--- src/rtl/ft245_bridge_pkg.sv ---
`default_nettype none
// ============================================================================
// Module   : ft245_bridge_pkg
// Purpose  : Shared state encoding, command nibbles and parameter defaults
//            for the FT245 bridge and the host register decoder.
// Revision : 1.0 - initial release
// ============================================================================
package ft245_bridge_pkg;

    typedef enum logic [2:0] {
        IDLE      = 3'd0,
        RD_ASSERT = 3'd1,
        RD_DONE   = 3'd2,
        WR_SETUP  = 3'd3,
        WR_HOLD   = 3'd4,
        RECOVER   = 3'd5
    } state_t;

    // Command nibbles understood by the register decoder.
    localparam logic [3:0] READ_CMD  = 4'hA;
    localparam logic [3:0] WRITE_CMD = 4'h5;

    localparam int c_RD_CYC_DEF    = 3;
    localparam int c_WR_CYC_DEF    = 3;
    localparam int c_RECOV_CYC_DEF = 4;

    function automatic int max3(input int a, input int b, input int c);
        int m;
        m = (a > b) ? a : b;
        return (m > c) ? m : c;
    endfunction

endpackage
`default_nettype wire

--- src/rtl/ft245_bridge_sync2.sv ---
`default_nettype none
// ============================================================================
// Module   : ft245_bridge_sync2
// Purpose  : Two-flop synchroniser for the active-low FT245 status flags;
//            resets to 1 (flag inactive).
// Revision : 1.0 - initial release
// ============================================================================
module ft245_bridge_sync2 (
    input  logic clk,
    input  logic rst,
    input  logic i_d,
    output logic o_q
);

    logic r_meta;
    logic r_sync;

    always_ff @(posedge clk or posedge rst) begin
        if (rst) begin
            r_meta <= 1'b1;
            r_sync <= 1'b1;
        end else begin
            r_meta <= i_d;
            r_sync <= r_meta;
        end
    end

    assign o_q = r_sync;

endmodule
`default_nettype wire

--- src/rtl/ft245_bridge.sv ---
`default_nettype none
// ============================================================================
// Module   : ft245_bridge
// Purpose  : Paced FT245 USB-FIFO read/write engine feeding the host
//            register decoder with one-cycle byte strobes.
// Revision : 1.0 - initial release
// ============================================================================
module ft245_bridge
    import ft245_bridge_pkg::*;
#(
    parameter int RD_CYC    = c_RD_CYC_DEF,
    parameter int WR_CYC    = c_WR_CYC_DEF,
    parameter int RECOV_CYC = c_RECOV_CYC_DEF
) (
    input  logic       clk,
    input  logic       reset,
    input  logic       _usb_rxf,
    input  logic       _usb_txe,
    input  logic [7:0] usb_din,
    output logic [7:0] usb_dout,
    output logic       usb_doe,
    output logic       _usb_rd,
    output logic       usb_wr,
    output logic [7:0] ft_byte_out,
    output logic       _ft_rxf,
    output logic       _ft_wr,
    input  logic [7:0] ft_byte_in,
    input  logic       _serial_rd,
    input  logic       _serial_wr,
    output logic       _ft_rd,
    output logic       bridge_sump
);

    localparam int c_CNT_MAX = max3(RD_CYC, WR_CYC, RECOV_CYC);
    localparam int c_CNT_W   = $clog2(c_CNT_MAX + 1);

    localparam logic [c_CNT_W-1:0] c_RD_LOAD    = c_CNT_W'(RD_CYC - 1);
    localparam logic [c_CNT_W-1:0] c_WR_LOAD    = c_CNT_W'(WR_CYC - 1);
    localparam logic [c_CNT_W-1:0] c_RECOV_LOAD = c_CNT_W'(RECOV_CYC - 1);

    state_t             r_state;
    logic [c_CNT_W-1:0] r_cnt;
    logic               r_usb_rd_n;
    logic               r_usb_wr;
    logic               r_usb_doe;
    logic [7:0]         r_usb_dout;
    logic [7:0]         r_byte_out;
    logic               r_rx_stb_n;
    logic               r_tx_stb_n;

    logic w_rxf_s;
    logic w_txe_s;
    logic w_bad_state;

    ft245_bridge_sync2 u_sync_rxf (
        .clk (clk),
        .rst (reset),
        .i_d (_usb_rxf),
        .o_q (w_rxf_s)
    );

    ft245_bridge_sync2 u_sync_txe (
        .clk (clk),
        .rst (reset),
        .i_d (_usb_txe),
        .o_q (w_txe_s)
    );

    // Every output is set on the edge that enters the state it belongs to,
    // so pin timing is exactly one register away from the FSM decision.
    always_ff @(posedge clk or posedge reset) begin
        if (reset) begin
            r_state    <= IDLE;
            r_cnt      <= '0;
            r_usb_rd_n <= 1'b1;
            r_usb_wr   <= 1'b0;
            r_usb_doe  <= 1'b0;
            r_usb_dout <= 8'h00;
            r_byte_out <= 8'h00;
            r_rx_stb_n <= 1'b1;
            r_tx_stb_n <= 1'b1;
        end else begin
            case (r_state)
                IDLE: begin
                    if (!_serial_rd && !w_txe_s) begin
                        r_state    <= WR_SETUP;
                        r_cnt      <= c_WR_LOAD;
                        r_usb_dout <= ft_byte_in;
                        r_usb_doe  <= 1'b1;
                        r_usb_wr   <= 1'b1;
                    end else if (!w_rxf_s) begin
                        r_state    <= RD_ASSERT;
                        r_cnt      <= c_RD_LOAD;
                        r_usb_rd_n <= 1'b0;
                    end
                end
                RD_ASSERT: begin
                    if (r_cnt == '0) begin
                        r_state    <= RD_DONE;
                        r_usb_rd_n <= 1'b1;
                        r_byte_out <= usb_din;
                        r_rx_stb_n <= 1'b0;
                    end else begin
                        r_cnt <= r_cnt - 1'b1;
                    end
                end
                RD_DONE: begin
                    r_state    <= RECOVER;
                    r_cnt      <= c_RECOV_LOAD;
                    r_rx_stb_n <= 1'b1;
                end
                WR_SETUP: begin
                    if (r_cnt == '0) begin
                        r_state    <= WR_HOLD;
                        r_usb_wr   <= 1'b0;
                        r_tx_stb_n <= 1'b0;
                    end else begin
                        r_cnt <= r_cnt - 1'b1;
                    end
                end
                WR_HOLD: begin
                    // Bus stays driven through the WR falling edge, released here.
                    r_state    <= RECOVER;
                    r_cnt      <= c_RECOV_LOAD;
                    r_tx_stb_n <= 1'b1;
                    r_usb_doe  <= 1'b0;
                end
                RECOVER: begin
                    if (r_cnt == '0) begin
                        r_state <= IDLE;
                    end else begin
                        r_cnt <= r_cnt - 1'b1;
                    end
                end
                default: begin
                    r_state    <= IDLE;
                    r_cnt      <= '0;
                    r_usb_rd_n <= 1'b1;
                    r_usb_wr   <= 1'b0;
                    r_usb_doe  <= 1'b0;
                    r_rx_stb_n <= 1'b1;
                    r_tx_stb_n <= 1'b1;
                end
            endcase
        end
    end

    // Encodings 6 and 7 are unreachable; _serial_wr is informational only.
    assign w_bad_state = r_state[2] & r_state[1];
    assign bridge_sump = w_bad_state | (w_bad_state & ~_serial_wr);

    assign usb_dout    = r_usb_dout;
    assign usb_doe     = r_usb_doe;
    assign _usb_rd     = r_usb_rd_n;
    assign usb_wr      = r_usb_wr;
    assign ft_byte_out = r_byte_out;
    assign _ft_rxf     = r_rx_stb_n;
    assign _ft_wr      = r_rx_stb_n;
    assign _ft_rd      = r_tx_stb_n;

endmodule
`default_nettype wire
--- config.mk ---
export PLATFORM = sky130hd
export DESIGN_NAME = ft245_bridge
export DESIGN_NICKNAME = d
export VERILOG_FILES = /design/src/rtl/ft245_bridge_pkg.sv /design/src/rtl/ft245_bridge_sync2.sv /design/src/rtl/ft245_bridge.sv
export SDC_FILE = /design/constraint.sdc
export NUM_CORES = 1
export LEC_CHECK = 0
export CAP_MARGIN = 20
export CORE_ASPECT_RATIO = 0.75
export CORE_MARGIN = 1
export CORE_UTILIZATION = 40
export CTS_CLUSTER_DIAMETER = 120
export CTS_CLUSTER_SIZE = 24
export DETAILED_ROUTE_END_ITERATION = 8
export GPL_ROUTABILITY_DRIVEN = 0
export GPL_TIMING_DRIVEN = 1
export PLACE_DENSITY = 0.71
export SYNTH_ARGS = -nofsm -noshare
export SYNTH_HDL_FRONTEND = slang
export SYNTH_SLANG_ARGS = --single-unit
--- constraint.sdc ---
create_clock -name clk -period 1.5 [get_ports clk]
set_input_delay 0.15 -clock clk [delete_from_list [all_inputs] [get_ports clk]]
set_output_delay 0.15 -clock clk [all_outputs]
set_load 0.005 [all_outputs]
### Clock distribution

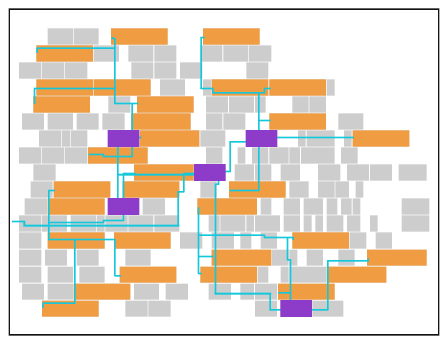
[cyan] clock wires | length: 355 um
[purple] clock-net drivers | count: 5
[orange] flip-flops | count: 31
routed clock nets	6

### Met1 routing

Supply wires on this layer in gray. Cells faint in the background.
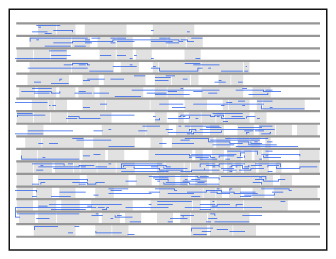
share of all routed wire	45%
longest straight run	18.9 um
nets with wire on the layer	151
main direction	horizontal
wire length on this layer	1170 um

### Cells colored by class

The bar under the picture is 20 um long.
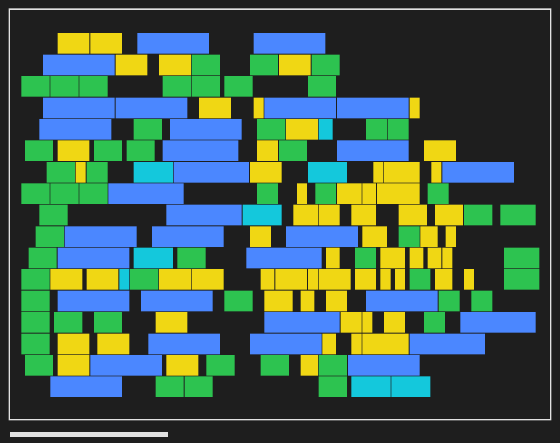
color	class	cells
yellow	remaining logic cells	63
green	remaining buffers and delay cells	55
cyan	clock drivers and dummy loads	8
blue	registers	31

### Clock wiring as the flow saved it

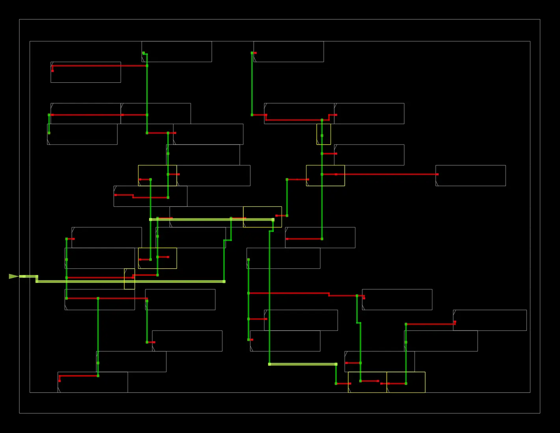
# clk buffers: 7
Late-Pin Clk Latency: 0.27 ns
registers: 31
Power Clock: 0.000652 W
Setup Skew: 0.00476 ns

registers in the layout, indices dropped and copies added, names as in the netlist:
signal,flops
r_state,3
_ft_rd,1
r_cnt,3
ft_byte_out,8
_ft_rxf,1
u_sync_rxf.r_meta,1
_usb_rd,1
usb_wr,1
u_sync_txe.o_q,1
usb_dout,8
usb_doe,1
u_sync_rxf.o_q,1
u_sync_txe.r_meta,1
worst reg2reg max path, stage by stage, from the launching register on:
cell and delay, ns:
dfrtp_2 0.40, buf_4 0.15, buf_4 0.16, nor2_2 0.22
nand2_4 0.11, mux2_2 0.28
synthesized netlist by cell type (all sizes together) (2+ instances only):
library cell / instances
dfstp: 7
nor3: 2
nand2: 4
mux2: 17
buf: 4
ha: 2
a31o: 2
a21oi: 3
a211oi: 2
o21ai: 3
nor2: 7
dfrtp: 24
inv: 6
logic make-up after synthesis:
kind of cell | after synthesis | synth area share, %
buf+inv | 11 | 5.10
compound gates | 19 | 10.7
simple gates | 18 | 8.69
flops | 31 | 59.2
fa+ha+maj | 2 | 1.89
mux | 17 | 14.4
routing by layer:
metal | vias to the layer above | track usage, %
met5 | - | 0
met4 | 0 | 7.29
met3 | 0 | 7.89
met2 | 34 | 25.2
met1 | 472 | 20.9
li1 | 459 | -
metrics by stage:
| stage | area, sq um | total power [W] | worst slack (ns) |
|---|---|---|---|
| after global routing | 1970 | 0.00410 | -0.00253 |
| after detailed placement | 1830 | 0.00310 | 0.00985 |
| after CTS | 1930 | 0.00382 | 0.00560 |
| after floorplan | 1330 | 0.00230 | 0.0663 |
| final | 1970 | 0.00382 | 0.0467 |
| after global placement | 1830 | 0.00305 | 0.0402 |
repair_timing:
item	CTS	global route
gates cloned	0	1
buffers inserted	2	1
pin swaps	0	1
resized	1	7
hold endpoints to repair	0	0
endpoints found under the setup margin	1	12
==> summary.txt <==
yosys + openroad results -> largest class registers, reg-to-reg endpoint ft_byte_out[6], Top pwr grp combinational logic, Post-synth regs 31, FP Util 43.6%, # DRC 0, worst path bufs/invs 1, Commonest Layout Cell clkdlybuf4s50_1, final WL 2590 um, Reg area 786 sq um, post-route ant nets 0, Metal-1 WL 1170 um, # fillers 246, Die ar. 3550 sq um, die width a little under 70 um, register-to-register setup slack 0.06 ns, CP Capture Type output port, Non-clk invs 6, Mapped Avg Cell Area approximately 14 sq um, layout cells sized above 1 36.3%, synth warn 0, Crit path depth 1, first-iteration detailed-routing DRC count between 50 and 60, Max rail drop VDD 0.00113 V, crit path max-delay cell type dfstp_2, Placed Cells 183, Data buffer area share 26.9%, PwrDens 1950 nW/um^2, core area between 3000 and 4000 sq um, startpoint class of the critical path register, GRT Total Usage ~17%, Int Power 0.00270 W, Seq/total area 40.0%, Top cells by area dfrtp_1 (45%), mux2_2 (14%), dfstp_2 (14%), CTS tree yes, CTS root buf clkbuf_8, Reg clk slew, reported paths 0.06 ns, Worst R2R Path Depth 5, Switching Power 0.00112 W, Synth area leader dfrtp_1, CTS Buf Count 5, CP cell instances clkdlybuf4s50_1, Max clock buf depth 2, Worst EP arrival 1.30 ns, final worst-path cycle share a little over nine tenths, first-pass GRT wire length 4320 um, Logic Gate Count 57, family with the most delay on the worst path flip-flops, # Cells Yosys 98, most used flip-flop cell dfrtp_1, TAP cells 38, H-tree depth 2, Post-CTS Hold Buffers 0, logic share of the area 25.0%, Non-CTS buffers 55, WL met2 1210 um, clock power share 17.0%, Port Buffers 43, Remaining Overflow, GRT 0, sequential area share after synthesis 59.2%, vias in the first global route between 1000 and 1500, final std cells w/o fill 195, Clock Sinks 31, Period minus WS final 1.45 ns, result of the run finished, final reports clean, asr flop ratio synth 100%, switching share of total power 29.3%, combinational power share a little under half, Antenna Cells 0, setup TNS 0 ns, WS Path Type reg -> out, P_seq 0.00143 W, Max Used Layer met3, WL/cell 13.3 um, fin. max-slew vios 0, post-synth top area share 45.3%, standard-cell rows 17, Worst Hold Class in -> async, reg2reg start r_state[1], Fmax 688 MHz, Seq pwr share 37.3%, Critical Path Max Stage Delay ~0.54 ns, Nets 180, die height 51.8 um, Logic power comb 0.00174 W, Initial DRT Pass Iterations 4, Post-synth EDFFs 0, initial antenna violation count 0, leak pwr approximately 0.91 nW, CP startpoint _ft_rd, worst-margin pin slew 0.388 ns, Critical Path Sink _ft_rd, total of max-cap violations 0, Synth cell types 31, pin count of the biggest net entering global routing 32, worst path required time between 1 and 1.5 ns, Top cells excl fill/tap clkdlybuf4s50_1 (40), dfrtp_1 (23), mux2_2 (17), Gate Count Post-Synth 98, Via density around 4.9, metal3 WL 210 um, Slew headroom 74.1%, Final Hold Vio Count 0, final setup vio count 0, via count slightly below 1000, # IOs 45, chip area in the Yosys report 1330 sq um, area of the mapped netlist 1330 sq um, Gate Area 490 sq um, hpwl dp 1830 um, OpenROAD warning count 28, Hold WS 0.248 ns, ClkCell Share 4.65%, worst-path maximum fanout 3, Final Util 64.6%, syn nets 122, Area growth, synth to finish 48.3%
No activity file was given, so power comes from the tool's default toggle rates.
